==> src/rtl/fetch_pipe_pkg.sv <==
// fetch_pipe_pkg
//   Shared types and helpers for the instruction-fetch slice.
//   Also carries the global width macros used by the fetch files:
//     LEN_MEM_ADDR   byte-address width
//     LEN_INST       instruction width
//     FETCH_ENTRY_W  packed queue entry width {inst, pc, fault}

`ifndef FETCH_PIPE_WIDTHS_DEFINED
`define FETCH_PIPE_WIDTHS_DEFINED
`define LEN_MEM_ADDR 32
`define LEN_INST 32
`define FETCH_ENTRY_W (`LEN_INST + `LEN_MEM_ADDR + 1)
`endif

package fetch_pipe_pkg;

    // One queued fetch result; field order fixes the packing used by the queue.
    typedef struct packed {
        logic [`LEN_INST-1:0]     inst;
        logic [`LEN_MEM_ADDR-1:0] pc;
        logic                     fault;
    } fetch_entry_t;

    // Instructions are word aligned; any low address bit set is a fetch fault.
    function automatic logic pc_misaligned(input logic [`LEN_MEM_ADDR-1:0] addr);
        return addr[1:0] != 2'b00;
    endfunction

endpackage

==> src/rtl/fetch_queue.sv <==
// fetch_queue
//   In-order FIFO holding returned fetch results for the decode stage.
//   Ports:
//     clk, rst    clock (rising edge), asynchronous active-high reset
//     clear       synchronous flush: empties the queue, suppresses push/pop
//     push        write push_data at the tail
//     push_data   entry to write
//     pop         remove the head entry (ignored while empty)
//     count       number of stored entries (0..DEPTH)
//     head        entry at the head (undefined content while empty)
//   DEPTH must be a power of two so the pointers wrap naturally.

module fetch_queue
    import fetch_pipe_pkg::*;
#(
    parameter int WIDTH = 8,
    parameter int DEPTH = 4
) (
    input  logic                       clk,
    input  logic                       rst,
    input  logic                       clear,
    input  logic                       push,
    input  logic [WIDTH-1:0]           push_data,
    input  logic                       pop,
    output logic [$clog2(DEPTH):0]     count,
    output logic [WIDTH-1:0]           head
);

    localparam int AW = $clog2(DEPTH);

    logic [WIDTH-1:0] mem [DEPTH];
    logic [AW-1:0]    wr_ptr;
    logic [AW-1:0]    rd_ptr;
    logic             do_push;
    logic             do_pop;

    assign do_push = push & ~clear & (count != (AW+1)'(DEPTH));
    assign do_pop  = pop & ~clear & (count != '0);
    assign head    = mem[rd_ptr];

    always_ff @(posedge clk or posedge rst) begin
        if (rst) begin
            wr_ptr <= '0;
            rd_ptr <= '0;
            count  <= '0;
        end else if (clear) begin
            wr_ptr <= '0;
            rd_ptr <= '0;
            count  <= '0;
        end else begin
            if (do_push) wr_ptr <= wr_ptr + AW'(1);
            if (do_pop)  rd_ptr <= rd_ptr + AW'(1);
            case ({do_push, do_pop})
                2'b10:   count <= count + (AW+1)'(1);
                2'b01:   count <= count - (AW+1)'(1);
                default: count <= count;
            endcase
        end
    end

    // Storage needs no reset: count gates every use of its contents.
    always_ff @(posedge clk) begin
        if (do_push) mem[wr_ptr] <= push_data;
    end

endmodule

==> src/rtl/fetch_pipe.sv <==
// fetch_pipe
//   Pipelined instruction fetcher. Takes one PC per cycle, drives the
//   instruction-memory word address, tracks requests through a fixed-latency
//   memory and queues returned instructions (tagged with PC and fault) in order.
//   Ports:
//     clk, rst      clock (rising edge), asynchronous active-high reset
//     order, pc     fetch request and its byte address
//     accepted      request taken this cycle (combinational)
//     flush         discard every in-flight and queued fetch
//     done          queue head valid
//     take          consumer pops the head when done=1
//     inst, inst_pc, inst_fault   head entry (zero while the queue is empty)
//     a_inst_mem    instruction memory word address = pc[LEN_MEMISTR_ADDR+1:2]
//     d_inst_mem    instruction memory read data, MEM_LATENCY cycles after address

module fetch_pipe
    import fetch_pipe_pkg::*;
#(
    parameter int LEN_MEMISTR_ADDR = 15,
    parameter int MEM_LATENCY      = 2,
    parameter int QUEUE_DEPTH      = 4
) (
    input  logic                        clk,
    input  logic                        rst,
    input  logic                        order,
    input  logic [`LEN_MEM_ADDR-1:0]    pc,
    output logic                        accepted,
    input  logic                        flush,
    output logic                        done,
    input  logic                        take,
    output logic [`LEN_INST-1:0]        inst,
    output logic [`LEN_MEM_ADDR-1:0]    inst_pc,
    output logic                        inst_fault,
    output logic [LEN_MEMISTR_ADDR-1:0] a_inst_mem,
    input  logic [`LEN_INST-1:0]        d_inst_mem
);

    localparam int CNT_W = $clog2(QUEUE_DEPTH) + 1;

    // Delay line mirroring the memory pipeline: stage i holds the request
    // presented i+1 cycles ago, so the last stage lines up with d_inst_mem.
    logic [MEM_LATENCY-1:0]   dl_valid;
    logic [MEM_LATENCY-1:0]   dl_fault;
    logic [`LEN_MEM_ADDR-1:0] dl_pc [MEM_LATENCY];

    logic [CNT_W-1:0]          q_count;
    logic [`FETCH_ENTRY_W-1:0] q_head;
    fetch_entry_t              head_entry;
    fetch_entry_t              push_entry;
    logic                      q_push;
    logic                      q_pop;
    logic [31:0]               outstanding;

    assign a_inst_mem = pc[LEN_MEMISTR_ADDR+1:2];

    // Credit: every in-flight request already owns a queue slot. The queue
    // count is registered, so a pop frees its slot only from the next cycle.
    always_comb begin
        outstanding = 32'(q_count);
        for (int unsigned i = 0; i < MEM_LATENCY; i++) begin
            outstanding = outstanding + 32'(dl_valid[i]);
        end
    end

    assign accepted = order & ~rst & ~flush & (outstanding < 32'(QUEUE_DEPTH));

    always_ff @(posedge clk or posedge rst) begin
        if (rst) begin
            dl_valid <= '0;
            dl_fault <= '0;
            for (int unsigned i = 0; i < MEM_LATENCY; i++) begin
                dl_pc[i] <= '0;
            end
        end else if (flush) begin
            dl_valid <= '0;
        end else begin
            dl_valid[0] <= accepted;
            dl_pc[0]    <= pc;
            dl_fault[0] <= pc_misaligned(pc);
            for (int unsigned i = 1; i < MEM_LATENCY; i++) begin
                dl_valid[i] <= dl_valid[i-1];
                dl_pc[i]    <= dl_pc[i-1];
                dl_fault[i] <= dl_fault[i-1];
            end
        end
    end

    always_comb begin
        push_entry       = '0;
        push_entry.inst  = d_inst_mem;
        push_entry.pc    = dl_pc[MEM_LATENCY-1];
        push_entry.fault = dl_fault[MEM_LATENCY-1];
    end

    assign q_push = dl_valid[MEM_LATENCY-1] & ~flush;
    assign done   = (q_count != '0);
    assign q_pop  = take & done & ~flush;

    fetch_queue #(
        .WIDTH(`FETCH_ENTRY_W),
        .DEPTH(QUEUE_DEPTH)
    ) u_queue (
        .clk       (clk),
        .rst       (rst),
        .clear     (flush),
        .push      (q_push),
        .push_data (push_entry),
        .pop       (q_pop),
        .count     (q_count),
        .head      (q_head)
    );

    // Head fields are masked while empty so no stale storage reaches the outputs.
    assign head_entry = fetch_entry_t'(q_head);
    assign inst       = done ? head_entry.inst  : '0;
    assign inst_pc    = done ? head_entry.pc    : '0;
    assign inst_fault = done ? head_entry.fault : 1'b0;

endmodule
==> config.mk <==
export PLATFORM = sky130hd
export DESIGN_NAME = fetch_pipe
export DESIGN_NICKNAME = d
export VERILOG_FILES = /design/src/rtl/fetch_pipe_pkg.sv /design/src/rtl/fetch_queue.sv /design/src/rtl/fetch_pipe.sv
export SDC_FILE = /design/constraint.sdc
export NUM_CORES = 1
export LEC_CHECK = 0
export CAP_MARGIN = 40
export CORE_UTILIZATION = 25
export CTS_BUF_LIST = sky130_fd_sc_hd__clkbuf_2 sky130_fd_sc_hd__clkbuf_4 sky130_fd_sc_hd__clkbuf_8
export CTS_CLUSTER_DIAMETER = 30
export DETAILED_ROUTE_END_ITERATION = 10
export RECOVER_POWER = 25
export SLEW_MARGIN = 5
export SYNTH_ARGS = -nofsm -noshare
export SYNTH_HDL_FRONTEND = slang
export SYNTH_SLANG_ARGS = --single-unit
==> constraint.sdc <==
create_clock -name clk -period 5.5 [get_ports clk]
set_clock_uncertainty 0.15 [all_clocks]
set_input_delay 1.1 -clock clk [delete_from_list [all_inputs] [get_ports clk]]
set_output_delay 1.1 -clock clk [all_outputs]
set_load 0.03 [all_outputs]
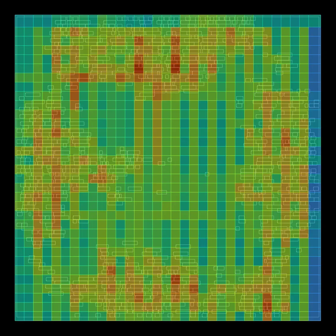
Figure 1: congestion heat map.
met2 Resource Use GR: 0.166
GR Util All Layers: 0.103
fin util: 0.333
M3 GR Usage: 0.0330

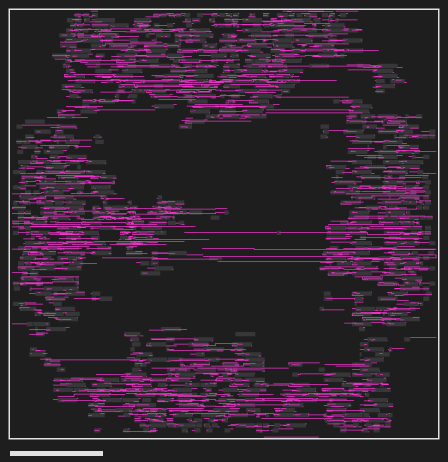
Figure 2: metal 1.
The bar under the picture is 50 um long.
- wire length on this layer: 11400 um
- share of all routed wire: 43%
- longest straight run: 80.5 um
- nets with wire on the layer: 818
- main direction: horizontal
Routed WL: 26300 um
met1 Track Usage GR: 0.127
DR vias: 6382

-- sequential cells by signal, summed over array words and instances (netlist names) --
| signal | flops |
|---|---|
| dl_fault | 2 |
| dl_pc | 64 |
| dl_valid | 2 |
| u_queue.count | 3 |
| u_queue.mem | 260 |
| u_queue.rd_ptr | 2 |
| u_queue.wr_ptr | 2 |
-- final cells by class --
type	count	area (um2)
clock buffer	96	1250
sequential	335	9690
clock inverter	45	577
inverter	4	16.3
fill	4933	34200
timing repair buffer	166	1710
tap	680	851
antenna	2	5.00
multi-input combinational	240	2970
-- through the flow --
| step | worst slack, ps | hold WS (ps) |
|---|---|---|
| 6_report | 1190 | 339 |
| 5_1_grt | 983 | 356 |
| 4_1_cts | 1020 | 343 |
| 3_5_place_dp | 1590 | 331 |
| 3_3_place_gp | 1560 | 324 |
| 2_1_floorplan | 986 | 299 |
-- kinds of logic after synthesis --
family	Yosys count	share of synthesized area
compound gates	7	0.00540
xor+xnor	3	0.00202
fa+ha+maj	6	0.00636
buf+inv	51	0.0264
flops	335	0.746
mux	135	0.173
simple gates	89	0.0408
-- power by group --
part,switching (uW),internal (uW)
clock,1160,2120
combinational,985,846
sequential,108,2860
total,2250,5820
-- worst max-delay path, delay by kind of cell, from the launching register on --
| family | cells | cell delay [ps] |
|---|---|---|
| mux | 1 | 540 |
| simple gates | 1 | 190 |
| buf+inv | 2 | 920 |
| flops | 1 | 670 |
-- per-layer routing --
layer  routed length [um]  part of all wire  GRT usage
met1                11400              0.43      0.127
met2                12900              0.49      0.166
met3                 1460             0.056     0.0330
met4                  530             0.020     0.0445
met5                    0                 0          0
==> results.txt <==
antenna violations before repair: 2
num ports: 151
Tcrit/Tclk final: 0.783
post-placement cell count: 1425
endpoints failing setup: 0
WP data arrival: 3060 ps
R2R Path Start: u_queue.count[1]
Sum Neg Setup Slack: 0 ps
vias in the first global route: 7020
share of cells above drive strength 1: 0.327
Vias/cell: 4.07
DRC errors left: 0
most instantiated logic cells after routing: edfxtp_1 (260), clkdlybuf4s50_1 (134), clkbuf_8 (84), dfrtp_1 (73), mux2_2 (68)
Hold Fails Final Rpt: 0
hold crit path type: flip-flop to flip-flop
Area Overhead vs Synth: 31.4%
Yosys top cell by area: edfxtp_1
reg-to-reg slack, setup: 2970 ps
Syn Std Cell Area: 13000 um2
GP Congestion: 0.637
CTS tree: built
gr ovfl total: 0
Chip Area: 52900 um2
Reg2Reg Depth: 4
htree depth: 3
Max-area cell share: 0.601
status: completed
CP endpoint kind: output port
cell area power density: 473 nW/um2
synth unique cells: 28
Worst-Skew Late Latency: 620 ps
hold path endpoint: dl_valid[1]
Syn Nets: 701
port bufs: 150
Final Cell Area: 17100 um2
Cell area leaders: edfxtp_1 (60%), dfrtp_1 (14%), mux4_2 (11%)
Log Warnings: 29
Worst Max-Slew Pin Slew: 747 ps
worst hold path stage count: 1
Post-Layout Cell Count: 1568
Worst R2R End: u_queue.mem[2][36]
fin crit period: 4310 ps
Post-synth EDFFs: 260
YS warnings: 0
No activity file was given, so power comes from the tool's default toggle rates.
